$ cat src/rtl/multicycle_control_unit_pkg.sv
// Shared encodings for the multi-cycle controller and its datapath:
// opcodes, ALU operations, PC source selects and FSM states.
package multicycle_control_unit_pkg;

   localparam logic [5:0] OP_ADD  = 6'b000000;
   localparam logic [5:0] OP_SUB  = 6'b000001;
   localparam logic [5:0] OP_ADDI = 6'b000010;
   localparam logic [5:0] OP_OR   = 6'b010000;
   localparam logic [5:0] OP_AND  = 6'b010001;
   localparam logic [5:0] OP_ORI  = 6'b010010;
   localparam logic [5:0] OP_SLT  = 6'b100110;
   localparam logic [5:0] OP_SW   = 6'b110000;
   localparam logic [5:0] OP_LW   = 6'b110001;
   localparam logic [5:0] OP_BEQ  = 6'b110100;
   localparam logic [5:0] OP_J    = 6'b111000;
   localparam logic [5:0] OP_HALT = 6'b111111;

   localparam logic [2:0] ALU_ADD = 3'b000;
   localparam logic [2:0] ALU_SUB = 3'b001;
   localparam logic [2:0] ALU_OR  = 3'b010;
   localparam logic [2:0] ALU_AND = 3'b011;
   localparam logic [2:0] ALU_SLT = 3'b100;

   localparam logic [1:0] PC_SEQ = 2'b00;
   localparam logic [1:0] PC_BR  = 2'b01;
   localparam logic [1:0] PC_JMP = 2'b10;

   typedef enum logic [3:0] {
      S_IF      = 4'd0,
      S_ID      = 4'd1,
      S_EXE_ALU = 4'd2,
      S_EXE_BR  = 4'd3,
      S_EXE_MEM = 4'd4,
      S_MEM     = 4'd5,
      S_WB_ALU  = 4'd6,
      S_WB_LW   = 4'd7,
      S_HALT    = 4'd8
   } state_e;

   function automatic logic is_rtype(input logic [5:0] op);
      return (op == OP_ADD) || (op == OP_SUB) || (op == OP_OR) ||
             (op == OP_AND) || (op == OP_SLT);
   endfunction

   function automatic logic is_alu(input logic [5:0] op);
      return is_rtype(op) || (op == OP_ADDI) || (op == OP_ORI);
   endfunction

endpackage

$ cat src/rtl/mcu_output_decode.sv
// Combinational control decode: (state, opcode, flags) to datapath enables.
// Opcode-only selects stay valid for the whole instruction.
module mcu_output_decode
   import multicycle_control_unit_pkg::*;
(
   input  state_e     state,
   input  logic [5:0] opcode,
   input  logic       zero,
   input  logic       mem_ready,
   output logic       pc_wre,
   output logic       ir_wre,
   output logic       reg_wre,
   output logic       reg_dst,
   output logic       db_data_src,
   output logic       alu_src_b,
   output logic [2:0] alu_op,
   output logic       ext_sel,
   output logic [1:0] pc_src,
   output logic       m_rd,
   output logic       m_wr,
   output logic       halted
);

   logic legal;

   always_comb begin
      legal       = is_alu(opcode) || (opcode == OP_SW) ||
                    (opcode == OP_LW) || (opcode == OP_BEQ) ||
                    (opcode == OP_J) || (opcode == OP_HALT);
      pc_wre      = 1'b0;
      ir_wre      = 1'b0;
      reg_wre     = 1'b0;
      db_data_src = 1'b0;
      pc_src      = PC_SEQ;
      m_rd        = 1'b0;
      m_wr        = 1'b0;
      halted      = 1'b0;
      reg_dst     = is_rtype(opcode);
      alu_src_b   = (opcode == OP_ADDI) || (opcode == OP_ORI) ||
                    (opcode == OP_SW) || (opcode == OP_LW);
      ext_sel     = (opcode != OP_ORI);
      alu_op      = ALU_ADD;
      unique case (opcode)
         OP_BEQ, OP_SUB: alu_op = ALU_SUB;
         OP_OR, OP_ORI:  alu_op = ALU_OR;
         OP_AND:         alu_op = ALU_AND;
         OP_SLT:         alu_op = ALU_SLT;
         default:        alu_op = ALU_ADD;
      endcase
      unique case (state)
         S_IF: ir_wre = 1'b1;
         S_ID: begin
            if (opcode == OP_J) begin
               pc_wre = 1'b1;
               pc_src = PC_JMP;
            end else if (!legal) begin
               pc_wre = 1'b1;
            end
         end
         S_EXE_BR: begin
            pc_wre = 1'b1;
            if (zero) pc_src = PC_BR;
         end
         S_MEM: begin
            m_rd = (opcode == OP_LW);
            m_wr = (opcode == OP_SW);
            pc_wre = (opcode == OP_SW) && mem_ready;
         end
         S_WB_ALU: begin
            pc_wre  = 1'b1;
            reg_wre = 1'b1;
         end
         S_WB_LW: begin
            pc_wre      = 1'b1;
            reg_wre     = 1'b1;
            db_data_src = 1'b1;
         end
         S_HALT: halted = 1'b1;
         default: ;
      endcase
   end

endmodule

$ cat src/rtl/multicycle_control_unit.sv
// Multi-cycle controller: state register, retired-instruction counter
// and the enable gating applied while reset is held.
module multicycle_control_unit
   import multicycle_control_unit_pkg::*;
#(
   parameter int CNT_W = 32
) (
   input  logic             CLK,
   input  logic             RST,
   input  logic [5:0]       opcode,
   input  logic             zero,
   input  logic             mem_ready,
   output logic             PCWre,
   output logic             IRWre,
   output logic             RegWre,
   output logic             RegDst,
   output logic             DBDataSrc,
   output logic             ALUSrcB,
   output logic [2:0]       ALUOp,
   output logic             ExtSel,
   output logic [1:0]       PCSrc,
   output logic             mRD,
   output logic             mWR,
   output logic             halted,
   output logic [3:0]       state,
   output logic [CNT_W-1:0] instr_count
);

   state_e           state_q, state_d;
   logic [CNT_W-1:0] cnt_q, cnt_d;
   logic             pc_wre, ir_wre, reg_wre, m_rd, m_wr;

   mcu_output_decode u_dec (
      .state       (state_q),
      .opcode      (opcode),
      .zero        (zero),
      .mem_ready   (mem_ready),
      .pc_wre      (pc_wre),
      .ir_wre      (ir_wre),
      .reg_wre     (reg_wre),
      .reg_dst     (RegDst),
      .db_data_src (DBDataSrc),
      .alu_src_b   (ALUSrcB),
      .alu_op      (ALUOp),
      .ext_sel     (ExtSel),
      .pc_src      (PCSrc),
      .m_rd        (m_rd),
      .m_wr        (m_wr),
      .halted      (halted)
   );

   // Reset forces IF, but its decode must not fire until reset releases.
   assign PCWre  = pc_wre & RST;
   assign IRWre  = ir_wre & RST;
   assign RegWre = reg_wre & RST;
   assign mRD    = m_rd & RST;
   assign mWR    = m_wr & RST;

   assign state       = state_q;
   assign instr_count = cnt_q;

   always_comb begin
      state_d = state_q;
      cnt_d   = cnt_q + {{(CNT_W-1){1'b0}}, PCWre};
      unique case (state_q)
         S_IF: state_d = S_ID;
         S_ID: begin
            if (opcode == OP_J)                           state_d = S_IF;
            else if (opcode == OP_HALT)                   state_d = S_HALT;
            else if (opcode == OP_BEQ)                    state_d = S_EXE_BR;
            else if (opcode == OP_SW || opcode == OP_LW)  state_d = S_EXE_MEM;
            else if (is_alu(opcode))                      state_d = S_EXE_ALU;
            else                                          state_d = S_IF;
         end
         S_EXE_ALU: state_d = S_WB_ALU;
         S_EXE_BR:  state_d = S_IF;
         S_EXE_MEM: state_d = S_MEM;
         S_MEM: begin
            if (mem_ready)
               state_d = (opcode == OP_LW) ? S_WB_LW : S_IF;
         end
         S_WB_ALU: state_d = S_IF;
         S_WB_LW:  state_d = S_IF;
         S_HALT:   state_d = S_HALT;
         default:  state_d = S_IF;
      endcase
   end

   always_ff @(posedge CLK or negedge RST) begin
      if (!RST) begin
         state_q <= S_IF;
         cnt_q   <= '0;
      end else begin
         state_q <= state_d;
         cnt_q   <= cnt_d;
      end
   end

endmodule

$ cat config.mk
export PLATFORM = sky130hd
export DESIGN_NAME = multicycle_control_unit
export DESIGN_NICKNAME = d
export VERILOG_FILES = /design/src/rtl/multicycle_control_unit_pkg.sv /design/src/rtl/mcu_output_decode.sv /design/src/rtl/multicycle_control_unit.sv
export SDC_FILE = /design/constraint.sdc
export NUM_CORES = 1
export LEC_CHECK = 0
export ABC_AREA = 1
export CAP_MARGIN = 5
export CELL_PAD_IN_SITES_DETAIL_PLACEMENT = 1
export CELL_PAD_IN_SITES_GLOBAL_PLACEMENT = 2
export CORE_MARGIN = 10
export CORE_UTILIZATION = 27
export CTS_CLUSTER_SIZE = 14
export DETAILED_ROUTE_END_ITERATION = 8
export HOLD_SLACK_MARGIN = 0.02
export PLACE_DENSITY_LB_ADDON = 0.1
export SYNTH_ARGS = -nofsm -noshare
export SYNTH_HDL_FRONTEND = slang
export SYNTH_SLANG_ARGS = --single-unit
$ cat constraint.sdc
create_clock -name CLK -period 3.3 [get_ports CLK]
set_clock_uncertainty 0.2 [all_clocks]
set_input_delay 0.495 -clock CLK [delete_from_list [all_inputs] [get_ports CLK]]
set_output_delay 0.495 -clock CLK [all_outputs]
set_load 0.005 [all_outputs]
==> run_1/final_placement.png <==
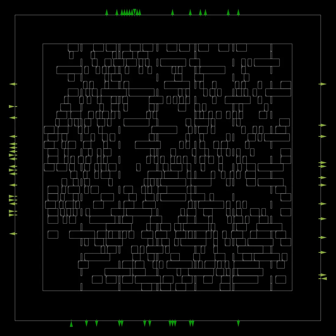
final core utilization: 38.7%
Final Non-Filler Cells: 481

==> run_1/metal_stack.png <==
Drawn at 3 px/um. Only two layers are drawn.
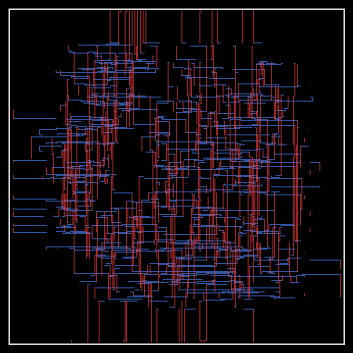
color	layer	wire length
blue	met1	3150 um
red	met2	3890 um

==> run_1/met3.png <==
Drawn at 3 px/um.
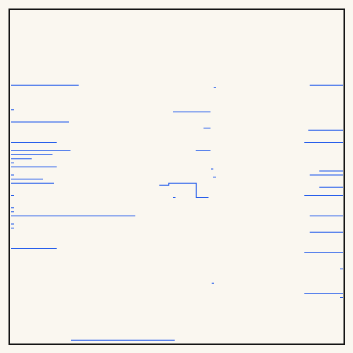
longest straight run	41.2 um
nets with wire on the layer	36

==> impl_metrics.env, run 1 <==
# physical design summary
export IMPL_core_area_um2=8130
export IMPL_placedCellCount=473
export IMPL_firstDrtPassIters=4
export IMPL_layout_drive_gt1_share_pct=13.0
export IMPL_synthesis_nets=310
export IMPL_cts_made_buffers=5
export IMPL_overflow=0
export IMPL_mostFrequentLayoutCells="85 x nand2_1, 59 x clkdlybuf4s50_1, 41 x nor2_1, 36 x dfrtp_1, 35 x inv_1"
export IMPL_max_freq_ghz=0.323
export IMPL_ys_sh_simple_pct=41.7
export IMPL_mux_share_pct=0
export IMPL_share_comb_of_total_power_pct=31.3
export IMPL_crit_end="PCWre"
export IMPL_postCtsHoldBufs=0
export IMPL_syn_area_per_cell_um2=7.52
export IMPL_yosysCellCount=298
export IMPL_area_leaders="dfrtp_1 40%, nand2_1 14%, nor2_1 7.2%"
export IMPL_p_sw_share_pct=35.9
export IMPL_seq_power_uw=585
export IMPL_p_seq_share_pct=44.1
export IMPL_layout_top_cell="nand2_1"
export IMPL_slew_headroom_pct=66.9
export IMPL_cp_max_fo=4
export IMPL_r2r_start="state[2]$_DFFE_PN0P_"
export IMPL_drv_slew=0
export IMPL_worst_pin_slew_ps=497
export IMPL_peakVddDrop_mv=0.199
export IMPL_p_leak_uw=0.00147
export IMPL_dr_max_layer_used="met4"
export IMPL_min_period_ps=3100
export IMPL_first_global_vias=2424
export IMPL_die_h_um=111
export IMPL_drt_iter0_drc=48
export IMPL_grtUsageMet2_pct=22.1
export IMPL_cts_buffer_depth=2
export IMPL_hpwl_um=6280
export IMPL_dominant_cells="combinational gates"
export IMPL_critPathBufInv=3
export IMPL_largest_register_ffs=32
export IMPL_cts_tree="built"
export IMPL_slowest_stage="clkdlybuf4s50_1"
export IMPL_fp_util_pct=27.6
export IMPL_drc_errors=0
export IMPL_cpPeakStageDelay_ps=560
export IMPL_use_met3_pct=3.41
export IMPL_internal_power_uw=849
export IMPL_crit_cells=9
export IMPL_power_density_nw_per_um2=421
export IMPL_n_all_buffers=70
export IMPL_finish_net_count=387
export IMPL_syn_to_final_growth_pct=40.3
export IMPL_num_nonclk_inverters=40
export IMPL_whs_ps=140
export IMPL_pwr_share_clk_pct=24.6
export IMPL_outcome="complete, no violations"
export IMPL_pg_comb_uw=415
export IMPL_wl_met3_um=395
export IMPL_flop_area_um2=901
export IMPL_startpoint="opcode[3]"
export IMPL_top_area_cell="dfrtp_1"
export IMPL_power_uw=1330
export IMPL_final_clk_cell_share_pct=2.78
export IMPL_wire_per_inst_um=15.8
export IMPL_ff_type="dfrtp_1"
export IMPL_post_cts_buffers=0
export IMPL_logic_area_um2=1200
export IMPL_cp_start_kind="input pin"
export IMPL_grt_pass1_wl_um=12400
export IMPL_switching_power_uw=477
export IMPL_synthTopCellsByCount="85 x nand2_1, 43 x nor2_1, 36 x dfrtp_1, 35 x inv_1, 20 x nand3_1"
export IMPL_required_ps=2600
export IMPL_ios=61
export IMPL_port_buffers=60
export IMPL_fin_tns_setup_ps=0
export IMPL_wl_met2_um=3890
export IMPL_numSynthFlops=36
export IMPL_setup_ws_ps=202
export IMPL_buffer_area_share_pct=21.3
export IMPL_grt_max_degree=37
export IMPL_path_clk_slew_ps=80
export IMPL_max_cap_violations=0
export IMPL_use_met1_pct=13.1
export IMPL_hold_viol_final=0
==> run 1 -> run 2 <==
--- a/config.mk
+++ b/config.mk
@@ -9,7 +9,7 @@
 export CAP_MARGIN = 5
 export CELL_PAD_IN_SITES_DETAIL_PLACEMENT = 1
 export CELL_PAD_IN_SITES_GLOBAL_PLACEMENT = 2
-export CORE_MARGIN = 10
+export CORE_MARGIN = 4
 export CORE_UTILIZATION = 27
 export CTS_CLUSTER_SIZE = 14
 export DETAILED_ROUTE_END_ITERATION = 8
==> run_2/registers.png <==
Drawn at 6 px/um.
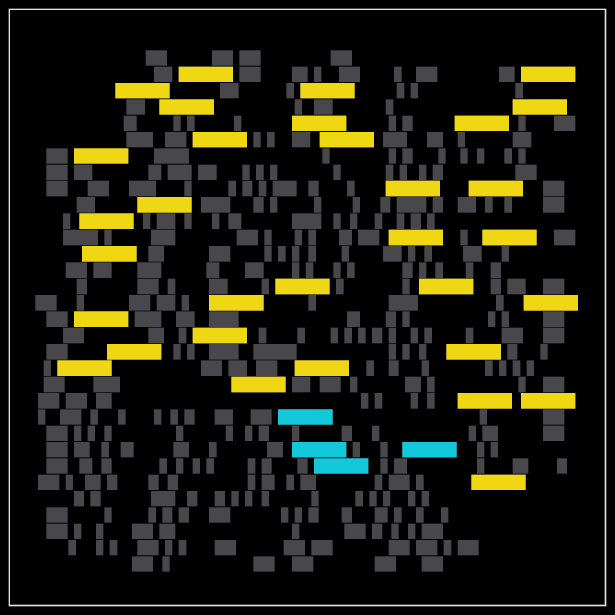
color	name in the netlist	flops
yellow	`instr_count`	32
cyan	`state`	4
flop share of the area: 28.8%
seq pwr: 576 uW
Sequential Area: 901 um^2

==> impl_metrics.env, run 2 <==
# physical design summary
export IMPL_first_global_vias=2305
export IMPL_drt_iter0_drc=65
export IMPL_antenna_found_initial=0
export IMPL_num_nonclk_inverters=40
export IMPL_die_h_um=99.1
export IMPL_required_ps=2600
export IMPL_placedCellCount=468
export IMPL_use_met1_pct=20.9
export IMPL_nFlopsAndLatches=36
export IMPL_wire_per_inst_um=14.2
export IMPL_logic_area_um2=1200
export IMPL_synthTopCellsByCount="85 x nand2_1, 43 x nor2_1, 36 x dfrtp_1, 35 x inv_1, 20 x nand3_1"
export IMPL_wl_met3_um=256
export IMPL_p_leak_uw=0.00146
export IMPL_numSynthFlops=36
export IMPL_switching_power_uw=445
export IMPL_whs_ps=67.7
export IMPL_startpoint="opcode[3]"
export IMPL_ios=61
export IMPL_max_cap_violations=0
export IMPL_grt_pass1_wl_um=11400
export IMPL_syn_to_final_growth_pct=39.3
export IMPL_final_clk_cell_share_pct=2.88
export IMPL_share_comb_of_total_power_pct=30.9
export IMPL_wl_met2_um=2960
export IMPL_max_freq_ghz=0.323
export IMPL_postCtsHoldBufs=0
export IMPL_firstDrtPassIters=4
export IMPL_grtUsageMet2_pct=22.5
export IMPL_critPathBufInv=3
export IMPL_peakVddDrop_mv=0.221
export IMPL_hold_class="in -> async"
export IMPL_r2r_start="state[2]$_DFFE_PN0P_"
export IMPL_p_sw_share_pct=33.8
export IMPL_pwr_share_clk_pct=25.4
export IMPL_ys_sh_simple_pct=41.7
export IMPL_cts_resized=0
export IMPL_internal_power_uw=871
export IMPL_outcome="complete, no violations"
export IMPL_m1WireLength_um=3450
export IMPL_layout_top_cell="nand2_1"
export IMPL_min_period_ps=3090
export IMPL_area_leaders="dfrtp_1 40%, nand2_1 14%, nor2_1 7.2%"
export IMPL_layout_drive_gt1_share_pct=11.5
export IMPL_crit_cells=9
export IMPL_overflow=0
export IMPL_dominant_cells="combinational gates"
export IMPL_n_all_buffers=68
export IMPL_cts_root_buffer="clkbuf_8"
export IMPL_setup_ws_ps=208
export IMPL_yosysCellCount=298
export IMPL_power_uw=1320
export IMPL_ff_type="dfrtp_1"
export IMPL_power_density_nw_per_um2=421
export IMPL_cts_made_buffers=5
export IMPL_path_clk_slew_ps=80
export IMPL_drc_errors=0
export IMPL_ys_top_logic_family="simple AND/OR/NAND/NOR gates"
export IMPL_fin_cells=476
export IMPL_port_buffers=60
export IMPL_cts_tree="built"
export IMPL_cpPeakStageDelay_ps=570
export IMPL_hpwl_um=5530
export IMPL_syn_area_per_cell_um2=7.52
export IMPL_cp_start_kind="input pin"
export IMPL_xor_area_share_pct=8.20
export IMPL_fin_tns_setup_ps=0
export IMPL_top_area_cell="dfrtp_1"
export IMPL_mux_share_pct=0
export IMPL_crit_end="PCWre"
export IMPL_reg2reg_slack_ps=400
export IMPL_diodes=0
export IMPL_buffer_area_share_pct=21.0
export IMPL_hold_viol_final=0
export IMPL_p_seq_share_pct=43.8
export IMPL_pg_comb_uw=406
export IMPL_slowest_stage="clkdlybuf4s50_1"
export IMPL_slew_headroom_pct=68.0
export IMPL_fp_util_pct=28.4
export IMPL_mostFrequentLayoutCells="85 x nand2_1, 59 x clkdlybuf4s50_1, 43 x nor2_1, 36 x dfrtp_1, 35 x inv_1"
export IMPL_tap_cells=102
export IMPL_dr_max_layer_used="met4"
export IMPL_cts_buffer_depth=2
==> run_2/met3.png <==
Drawn at 4 px/um.
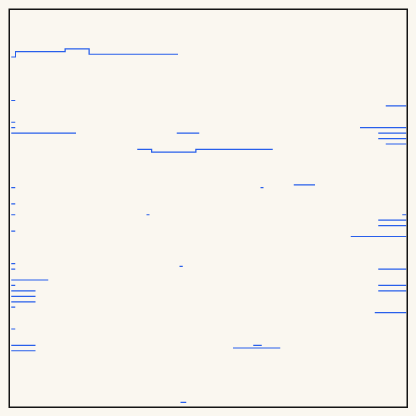
GR Util met3: 2.66%
final WL: 6750 um
via count: 2111

No activity file was given, so power comes from the tool's default toggle rates.
